run_1/zoom.png
Window x 57 to 87, y 64 to 94 µm. Cells in grey, sequential cells in the stronger grey; small squares are vias.
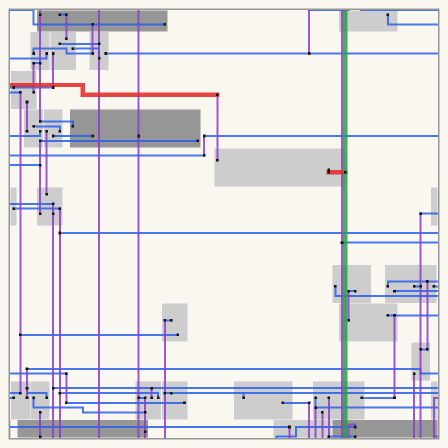
run_1/final_placement.png
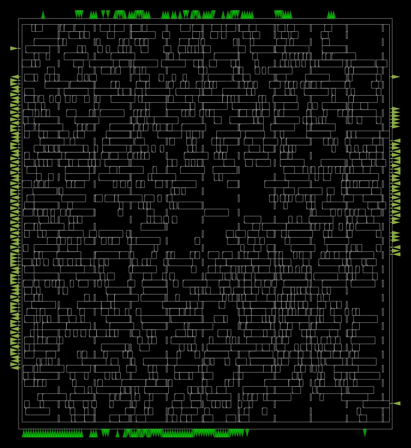
run_1/gate_families.png
(2 px per µm)
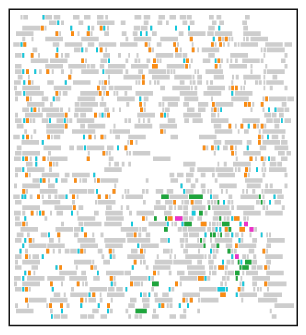
run_1/wire_density.png
(2 px per µm) The die is cut into 29 by 31 equal tiles; dark purple is low, yellow is high, scaled to the fullest tile. Values are wire area over tile area, all layers added.
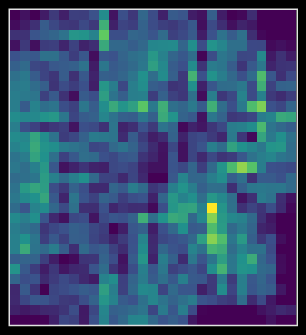
===== config.mk =====
export PLATFORM = sky130hd
export DESIGN_NAME = core_mau_flat
export DESIGN_NICKNAME = d
export VERILOG_FILES = /design/src/rtl/core_mau.sv /design/src/rtl/core_mau_if.sv /design/src/flat_wrapper.sv
export SDC_FILE = /design/constraint.sdc
export NUM_CORES = 1
export LEC_CHECK = 0
export ABC_AREA = 1
export CORE_ASPECT_RATIO = 1.1
export CORE_UTILIZATION = 30
export DETAILED_ROUTE_END_ITERATION = 8
export GPL_TIMING_DRIVEN = 0
export PLACE_DENSITY_LB_ADDON = 0.05
export SLEW_MARGIN = 20
export SYNTH_ARGS = -nofsm -noshare
export SYNTH_HDL_FRONTEND = slang
export SYNTH_SLANG_ARGS = --single-unit
export TNS_END_PERCENT = 5

===== constraint.sdc =====
create_clock -name clk -period 1.55 [get_ports clk]
set_input_delay 0.465 -clock clk [delete_from_list [all_inputs] [get_ports clk]]
set_output_delay 0.465 -clock clk [all_outputs]
set_load 0.05 [all_outputs]

===== src/rtl/core_mau.sv =====
// Memory access unit for the i2d core: runs LD/ST from EX over a single-outstanding
// req/ack bus, stalls EX while busy, and reports misalign/bus-error/timeout faults.
package core_mau_pkg;
  typedef logic [31:0] data_t;
  typedef logic [31:0] addr_t;

  localparam logic [6:0] OPCODE_LD = 7'h03;
  localparam logic [6:0] OPCODE_ST = 7'h23;

  typedef struct packed {
    logic [24:0] fields;
    logic [6:0]  opcode;
  } instr_t;
endpackage

module core_mau
  import core_mau_pkg::*;
#(
  parameter int unsigned TIMEOUT = 256
) (
  input  logic        clk,
  input  logic        rst,
  input  instr_t      ex_instr,
  input  logic        ex_flush,
  input  data_t       mem_addr,
  input  data_t       st_data,
  output logic        mau_halt,
  output data_t       mau_data,
  output logic        mau_fault,
  output addr_t       fault_addr,
  core_mau_if.master  bus,
  output logic [1:0]  state_dbg
);

  localparam logic [1:0]  S_IDLE   = 2'd0;
  localparam logic [1:0]  S_BUSY   = 2'd1;
  localparam logic [1:0]  S_DONE   = 2'd2;
  localparam logic [15:0] CNT_LAST = 16'(TIMEOUT - 1);

  logic [1:0]  state;
  logic        req_q;
  logic        we_q;
  addr_t       addr_q;
  data_t       wdata_q;
  logic        killed;
  logic [15:0] cnt;

  logic mem_op;
  logic finish;
  logic kill_now;
  logic halt_raw;
  logic unused_instr;

  assign unused_instr = ^ex_instr.fields;

  assign mem_op   = ((ex_instr.opcode == OPCODE_LD) || (ex_instr.opcode == OPCODE_ST)) && !ex_flush;
  // An ack in the final counted cycle wins over the timeout.
  assign finish   = bus.bus_ack || (cnt == CNT_LAST);
  assign kill_now = killed || ex_flush;

  always_comb begin
    halt_raw = 1'b0;
    case (state)
      S_IDLE:  halt_raw = mem_op;
      S_BUSY:  halt_raw = 1'b1;
      default: halt_raw = 1'b0;
    endcase
  end

  assign mau_halt      = rst & halt_raw;
  assign bus.bus_req   = req_q;
  assign bus.bus_we    = we_q;
  assign bus.bus_addr  = addr_q;
  assign bus.bus_wdata = wdata_q;
  assign state_dbg     = state;

  always_ff @(posedge clk or negedge rst) begin
    if (!rst) begin
      state      <= S_IDLE;
      req_q      <= 1'b0;
      we_q       <= 1'b0;
      addr_q     <= '0;
      wdata_q    <= '0;
      mau_data   <= '0;
      mau_fault  <= 1'b0;
      fault_addr <= '0;
      killed     <= 1'b0;
      cnt        <= '0;
    end else begin
      mau_fault <= 1'b0;
      case (state)
        S_IDLE: begin
          if (mem_op) begin
            if (mem_addr[1:0] != 2'b00) begin
              mau_fault  <= 1'b1;
              fault_addr <= mem_addr;
              state      <= S_DONE;
            end else begin
              req_q   <= 1'b1;
              we_q    <= (ex_instr.opcode == OPCODE_ST);
              addr_q  <= {mem_addr[31:2], 2'b00};
              wdata_q <= st_data;
              cnt     <= '0;
              killed  <= 1'b0;
              state   <= S_BUSY;
            end
          end
        end
        S_BUSY: begin
          cnt <= cnt + 16'd1;
          if (ex_flush) killed <= 1'b1;
          if (finish) begin
            req_q  <= 1'b0;
            killed <= 1'b0;
            // A flushed access drains the bus but leaves no architectural trace.
            if (kill_now) begin
              state <= S_IDLE;
            end else begin
              state <= S_DONE;
              if (bus.bus_ack && !bus.bus_err) begin
                if (!we_q) mau_data <= bus.bus_rdata;
              end else begin
                mau_fault  <= 1'b1;
                fault_addr <= addr_q;
              end
            end
          end
        end
        S_DONE:  state <= S_IDLE;
        default: state <= S_IDLE;
      endcase
    end
  end

endmodule


===== src/rtl/core_mau_if.sv =====
// Data-bus interface between core_mau (master) and the memory system (slave).
// Handshake: the master raises bus_req with addr/we/wdata stable and holds them until
// the first cycle bus_ack=1 is sampled (or it aborts on timeout); bus_err and bus_rdata
// are only meaningful in that ack cycle, and bus_ack is ignored whenever bus_req=0.
interface core_mau_if;
  logic        bus_req;
  logic        bus_we;
  logic [31:0] bus_addr;
  logic [31:0] bus_wdata;
  logic        bus_ack;
  logic        bus_err;
  logic [31:0] bus_rdata;

  modport master (
    output bus_req, bus_we, bus_addr, bus_wdata,
    input  bus_ack, bus_err, bus_rdata
  );

  modport slave (
    input  bus_req, bus_we, bus_addr, bus_wdata,
    output bus_ack, bus_err, bus_rdata
  );
endinterface


===== src/flat_wrapper.sv =====
// flat-port wrapper written by rule: the top's interface ports become plain ports
module core_mau_flat import core_mau_pkg::*;
#(
  parameter int unsigned TIMEOUT = 256
)
  (clk, rst, ex_instr, ex_flush, mem_addr, st_data, mau_halt, mau_data, mau_fault, fault_addr, state_dbg, bus_bus_req, bus_bus_we, bus_bus_addr, bus_bus_wdata, bus_bus_ack, bus_bus_err, bus_bus_rdata);
  core_mau_if bus_i ();
  input  logic clk;
  input  logic rst;
  input  instr_t ex_instr;
  input  logic ex_flush;
  input  data_t mem_addr;
  input  data_t st_data;
  output logic mau_halt;
  output data_t mau_data;
  output logic mau_fault;
  output addr_t fault_addr;
  output logic [1:0] state_dbg;
  output wire logic [$bits(bus_i.bus_req)-1:0] bus_bus_req;
  output wire logic [$bits(bus_i.bus_we)-1:0] bus_bus_we;
  output wire logic [$bits(bus_i.bus_addr)-1:0] bus_bus_addr;
  output wire logic [$bits(bus_i.bus_wdata)-1:0] bus_bus_wdata;
  input wire logic [$bits(bus_i.bus_ack)-1:0] bus_bus_ack;
  input wire logic [$bits(bus_i.bus_err)-1:0] bus_bus_err;
  input wire logic [$bits(bus_i.bus_rdata)-1:0] bus_bus_rdata;
  assign bus_bus_req = bus_i.bus_req;
  assign bus_bus_we = bus_i.bus_we;
  assign bus_bus_addr = bus_i.bus_addr;
  assign bus_bus_wdata = bus_i.bus_wdata;
  assign bus_i.bus_ack = bus_bus_ack;
  assign bus_i.bus_err = bus_bus_err;
  assign bus_i.bus_rdata = bus_bus_rdata;
  core_mau #(.TIMEOUT(TIMEOUT)) u_core (.clk(clk), .rst(rst), .ex_instr(ex_instr), .ex_flush(ex_flush), .mem_addr(mem_addr), .st_data(st_data), .mau_halt(mau_halt), .mau_data(mau_data), .mau_fault(mau_fault), .fault_addr(fault_addr), .bus(bus_i), .state_dbg(state_dbg));
endmodule

==> metrics.csv, run 1 <==
metric,value,unit
status,"finished, violations left",
violated checks,setup timing,
Cell Int Power,7.51,mW
die height,157,µm
global-route met2 utilization,0.320,
largest net degree at the start of global routing,46,
Hold Fails Final Rpt,0,
area fraction in xor and xnor cells,0.00266,
Tool Warnings,54,
worst path cell trace,"clkdlybuf4s15_2, nor3_2, nand2_2, nand2_2, and3_4, buf_8",
Slew headroom,0.634,
HP Class,input pin to asynchronous set/reset pin,
crit path launch,ex_instr[6],
Die ar.,22500,µm²
cycle use final,1.16,
most instantiated logic cells after routing,"nand2_1 (232), dfrtp_1 (143), inv_1 (120)",
Flops after synth,148,
met3 Use GR,0.0657,
CTS resizes,674,
max-cap viol count,0,
Largest logic family,simple AND/OR/NAND/NOR gates,
met1 Use GR,0.234,
Period minus WS final,1810,ps
Switching Share,0.335,
GRT Residual Overflow,0,
htree depth,4,
Worst VDD drop,0.000608,V
CP peak stage delay,200,ps
Placed Instances,1330,
All-Layer GR Usage,0.191,
clk buf depth,2,
worst-path maximum fanout,2,
crit path to,mau_halt,
distinct lib cells,30,
pre-CTS WS,-1420,ps
ao+oa area frac,0.107,
Max Slew Vio Count,0,
Initial DRC Count,203,
WHS,4.31,ps
sequential power,4.57,mW
clock group share of total power,0.351,
CTS clock-pin slew for the worst setup and hold paths,60,ps
Setup crit start kind,input pin,
routed length on met3,1.62,mm
Worst Max-Slew Pin Slew,544,ps
Area leader share,0.563,
Syn-to-layout area delta,55.3,%
Leakage,5.35,nW
port bufs,239,
mapped cell area,6580,µm²
iteration tally of the first detailed-router pass,5,
Buf/Inv on CP,2,
area fraction in mux cells,0,
nets,1232,
busiest layer in global routing,met2,
worst r2r src,u_core.state_dbg[0],
final setup fails,91,
Simple-Gate Area Share,0.224,
slowest CP cell,clkdlybuf4s15_2,
Final WS setup,-255,ps
Synth Seq Share,0.563,
setup TNS,-7680,ps
first-pass GRT wire length,32.5,mm
initial antenna violation count,0,
RSZ-0062 raised after global routing,yes,
r2r setup slk,-170,ps
ANT nets after route,0,
number of global-route vias before repair,5964,
"CP delay by family, top",simple AND/OR/NAND/NOR gates,
total combinational power,2.76,mW
root buffer cell,clkbuf_16,
layout cell share with drive strength beyond 1,0.261,
number of vias per cell,4.37,
cell type with the largest total area,dfrtp_1,
highest-power group,sequential cells,
sequential fraction of design power,0.405,
Final Skew,8.29,ps
syn_area_per_cell,8.23,µm²
tally of yosys warning messages,0,
hold buffer count at cts,5,
combinational share of power,0.244,
dpl cell area,9380,µm²
biggest area cells,"dfrtp_1 (56%), nand2_1 (14%), inv_1 (6.8%), o21ai_1 (5.4%), o21ai_0 (5.0%)",
I/O pin cnt,267,
post-detail-place hpwl,14.5,mm
About zoom.png:
met1: marked blue. met4: marked green. met3: marked red. met2: marked purple.
Netlist names of flops here include u_core.bus.bus_addr (1), u_core.fault_addr (1). 22 logic cells have their middle in the window. Sequential cells in the window: 2. Most frequent: nand2_1 (6), buf_6 (3).

About final_placement.png:
Flops: 148
final core utilization: 0.477
Seq area share: 0.363
core box area: 21,400 µm²
Fillers: 2,215

About gate_families.png:
inverting AOI/OAI gates: marked orange, cells 140, most used o21ai_1, where spread over the die. inverters: marked cyan, cells 123, most used inv_1, where spread over the die. NOR gates: marked green, cells 29, most used nor2_1. AND and OR gates: marked magenta, cells 4, most used or2_2.
most frequent logic cell in the layout: nand2_1
multi-input logic portion of the cell area: 0.234
Layout Cells excl Fill: 1,400

About wire_density.png:
5.9% of the tiles are nearly empty. The fullest tile reaches 0.53. 9.0% of the tiles are over half the peak. The mean over all tiles is 0.15.
Routed WL: 21.1 mm
via count: 6,121
drt wl/cell: 15.1 µm

-- run 1: cell usage after synthesis (all sizes together) --
| cell type | instances |
|---|---|
| nand2 | 245 |
| nor3 | 9 |
| a21oi | 2 |
| o21ai | 137 |
| xor2 | 2 |
| or2 | 3 |
| conb | 1 |
| ha | 1 |
| nand4 | 8 |
| and3 | 1 |
| dfrtp | 148 |
| clkinv | 1 |
| inv | 122 |
| nor2 | 19 |
| a21boi | 1 |
| nand3 | 59 |
| buf | 29 |
| nor3b | 1 |
| clkbuf | 10 |
-- run 1: cell type report --
type                    instances  area, µm²
plain buffers                  39        330
fillers                      2215      11200
clock inverters                13        125
inverters                     123        472
well taps                     290        363
clock buffers                  18        429
repair buffers                279       2400
flip-flops and latches        148       3710
multi-input cells             490       2390
==> run 2, diff against run 1 <==
--- a/config.mk
+++ b/config.mk
@@ -6,7 +6,9 @@
 export NUM_CORES = 1
 export LEC_CHECK = 0
 export ABC_AREA = 1
+export CAP_MARGIN = 10
 export CORE_ASPECT_RATIO = 1.1
+export CORE_MARGIN = 2
 export CORE_UTILIZATION = 30
 export DETAILED_ROUTE_END_ITERATION = 8
 export GPL_TIMING_DRIVEN = 0
==> metrics.csv, run 2 <==
metric,value,unit
Area leader share,0.563,
most instantiated logic cells after routing,"nand2_1 (219), dfrtp_1 (144), inv_1 (120)",
Leakage,5.27,nW
port bufs,239,
ao+oa area frac,0.107,
HP Class,input pin to asynchronous set/reset pin,
slowest CP cell,clkdlybuf4s15_1,
ANT nets after route,0,
Initial DRC Count,248,
crit path to,mau_halt,
worst-path maximum fanout,2,
status,"finished, violations left",
Hold Fails Final Rpt,73,
Tool Warnings,56,
RSZ-0062 raised after global routing,yes,
Final Skew,11.4,ps
worst r2r src,u_core.cnt[0],
Flops after synth,148,
Largest logic family,simple AND/OR/NAND/NOR gates,
Setup crit start kind,input pin,
number of global-route vias before repair,5955,
biggest area cells,"dfrtp_1 (56%), nand2_1 (14%), inv_1 (6.8%), o21ai_1 (5.4%), o21ai_0 (5.0%)",
Syn-to-layout area delta,54.7,%
core box area,21400,µm²
most frequent cells after synthesis,"nand2_1 (242), dfrtp_1 (148), inv_1 (120), o21ai_1 (71), o21ai_0 (66)",
top-count cell post-synth,nand2_1,
layout cell share with drive strength beyond 1,0.260,
pre-CTS WS,-1430,ps
max-cap viol count,0,
cycle use final,1.16,
Period minus WS final,1800,ps
number of vias per cell,4.36,
I/O pin cnt,267,
Buf/Inv on CP,2,
"CP delay by family, top",simple AND/OR/NAND/NOR gates,
tally of yosys warning messages,0,
initial antenna violation count,0,
final core utilization,0.475,
r2r setup slk,-40,ps
CTS resizes,669,
setup TNS,-1320,ps
htree depth,4,
Placed Instances,1330,
number of enable flip-flop cells,0,
post-detail-place hpwl,14.6,mm
Simple-Gate Area Share,0.224,
WHS,-75.5,ps
DR top layer,met4,
area fraction in xor and xnor cells,0.00266,
crit path launch,ex_instr[3],
final setup fails,40,
most frequent logic cell in the layout,nand2_1,
GRT Residual Overflow,0,
distinct lib cells,30,
CTS clock-pin slew for the worst setup and hold paths,60,ps
Final WS setup,-253,ps
worst path cell trace,"clkdlybuf4s15_1, nor3_4, nand2_2, nand2_2, and3_4, buf_8",
violated checks,"hold timing, setup timing",
die height,159,µm
iteration tally of the first detailed-router pass,4,
CP peak stage delay,200,ps
cell type with the largest total area,dfrtp_1,
Die ar.,23100,µm²
mapped cell area,6580,µm²
Layout Cells excl Fill,1386,
nets,1217,
area fraction in mux cells,0,
Worst VDD drop,0.000643,V
Synth Seq Share,0.563,
[run 2: power breakdown]
part / switching (mW) / internal [mW]
Sequential: 0.338 / 4.23
Combinational: 1.67 / 0.982
Clock: 1.77 / 2.56
Total: 3.77 / 7.77
[run 2: area by class of cell]
| type | count | area, µm² |
|---|---|---|
| well taps | 290 | 363 |
| fillers | 2180 | 11300 |
| clock buffers | 19 | 433 |
| flip-flops and latches | 148 | 3710 |
| inverters | 123 | 464 |
| clock inverters | 13 | 174 |
| plain buffers | 39 | 339 |
| multi-input cells | 490 | 2410 |
| repair buffers | 264 | 2290 |
[run 2: layer usage]
metal	GRT usage	up-vias
met5	0	-
met4	0.0544	0
met3	0.0693	25
met2	0.294	171
met1	0.218	2775
li1	-	3066
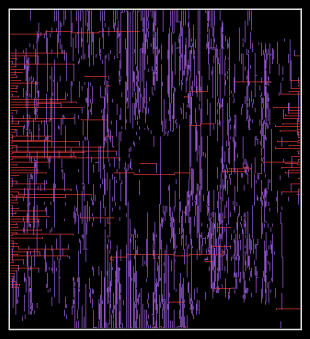
run_2/metal_stack.png
(2 px per µm) Two of the layers only.
met2: marked purple, wire length 9,640 µm. met3: marked red, wire length 1,640 µm.
drt wl/cell: 14.8 µm
All-Layer GR Usage: 0.179
Routed WL: 20.5 mm
via count: 6,037

==> run 3, diff against run 2 <==
--- a/config.mk
+++ b/config.mk
@@ -7,9 +7,11 @@
 export LEC_CHECK = 0
 export ABC_AREA = 1
 export CAP_MARGIN = 10
+export CELL_PAD_IN_SITES_DETAIL_PLACEMENT = 1
+export CELL_PAD_IN_SITES_GLOBAL_PLACEMENT = 1
 export CORE_ASPECT_RATIO = 1.1
 export CORE_MARGIN = 2
-export CORE_UTILIZATION = 30
+export CORE_UTILIZATION = 28
 export DETAILED_ROUTE_END_ITERATION = 8
 export GPL_TIMING_DRIVEN = 0
 export PLACE_DENSITY_LB_ADDON = 0.05
==> metrics.csv, run 3 <==
metric,value,unit
clock group share of total power,0.371,
Hold Fails Final Rpt,0,
pre-CTS WS,-1410,ps
RSZ-0062 raised after global routing,yes,
max-cap viol count,0,
violated checks,setup timing,
sequential power,4.57,mW
area fraction in mux cells,0,
Setup crit start kind,flip-flop,
Tool Warnings,54,
dpl cell area,9390,µm²
final setup fails,16,
layout cell share with drive strength beyond 1,0.273,
tally of yosys warning messages,0,
post-detail-place hpwl,16.3,mm
largest net degree at the start of global routing,46,
sequential fraction of design power,0.389,
global-route met2 utilization,0.325,
biggest area cells,"dfrtp_1 (56%), nand2_1 (14%), inv_1 (6.8%), o21ai_1 (5.4%), o21ai_0 (5.0%)",
ao+oa area frac,0.107,
htree depth,4,
I/O pin cnt,267,
Syn-to-layout area delta,58.8,%
most frequent logic cell in the layout,nand2_1,
ys flop type,dfrtp_1,
Cell Int Power,7.86,mW
Max Slew Vio Count,0,
highest-power group,sequential cells,
most frequent cells after synthesis,"nand2_1 (242), dfrtp_1 (148), inv_1 (120), o21ai_1 (71), o21ai_0 (66)",
most instantiated logic cells after routing,"nand2_1 (211), dfrtp_1 (143), inv_1 (119)",
Final Skew,13.6,ps
first-pass GRT wire length,36.8,mm
Layout Cells excl Fill,1406,
CP peak stage delay,440,ps
net switching power,3.90,mW
Slew headroom,0.395,
"CP delay by family, top",flip-flops,
Simple-Gate Area Share,0.224,
distinct lib cells,30,
Flops after synth,148,
mapped cell area,6580,µm²
Buf/Inv on CP,1,
WHS,11.6,ps
setup TNS,-730,ps
status,"finished, violations left",
ANT nets after route,0,
Die ar.,24700,µm²
cycle use final,1.17,
core box area,23000,µm²
die height,165,µm
Clock net power,4.36,mW
HP Class,input pin to asynchronous set/reset pin,
number of global-route vias before repair,6631,
CTS resizes,697,
busiest layer in global routing,met2,
Initial DRC Count,172,
GRT Residual Overflow,0,
Final WS setup,-267,ps
number of enable flip-flop cells,0,
Switching Share,0.331,
nets,1226,
met1 Use GR,0.237,
Period minus WS final,1820,ps
syn_area_per_cell,8.23,µm²
area fraction in xor and xnor cells,0.00266,
port bufs,239,
Async SR Flop Fraction,1.00,
routed length on met3,1.79,mm
root buffer cell,clkbuf_16,
-- run 3: final timing paths --
kind	start	end	slack, ps	cells after the start
worst max-delay path	u_core.state_dbg[0]	mau_halt	-270	4
worst min-delay path	rst	u_core.fault_addr[6]	10	2
worst max register to register	u_core.cnt[0]	u_core.fault_addr[21]	-20	10
worst min register to register	u_core.bus.bus_req	u_core.bus.bus_req	470	2
max in group asynchronous	rst	u_core.bus.bus_addr[6]	290	2
min in group clk	ex_instr[6]	u_core.bus.bus_we	360	4
-- run 3: layout make-up --
class	instances	area [µm²]
antenna	1	2.50
timing repair buffer	272	2450
fill	2699	12600
tap	300	375
clock buffer	19	433
multi-input combinational	491	2460
inverter	123	467
clock inverter	13	174
buffer	39	374
sequential	148	3710
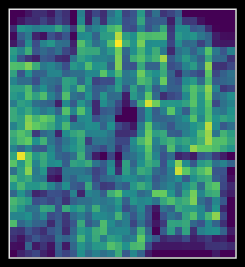
run_3/wire_density.png
(1.5 px per µm) The die is cut into 30 by 33 equal tiles; dark purple is low, yellow is high, scaled to the fullest tile. Values are wire area over tile area, all layers added.
4.6% of the tiles are nearly empty. 31% of the tiles are over half the peak. The mean over all tiles is 0.15. The fullest tile reaches 0.39.
All-Layer GR Usage: 0.195
Routed WL: 23.7 mm
via count: 6,365
drt wl/cell: 16.9 µm

Power and IR drop assume default switching activity.
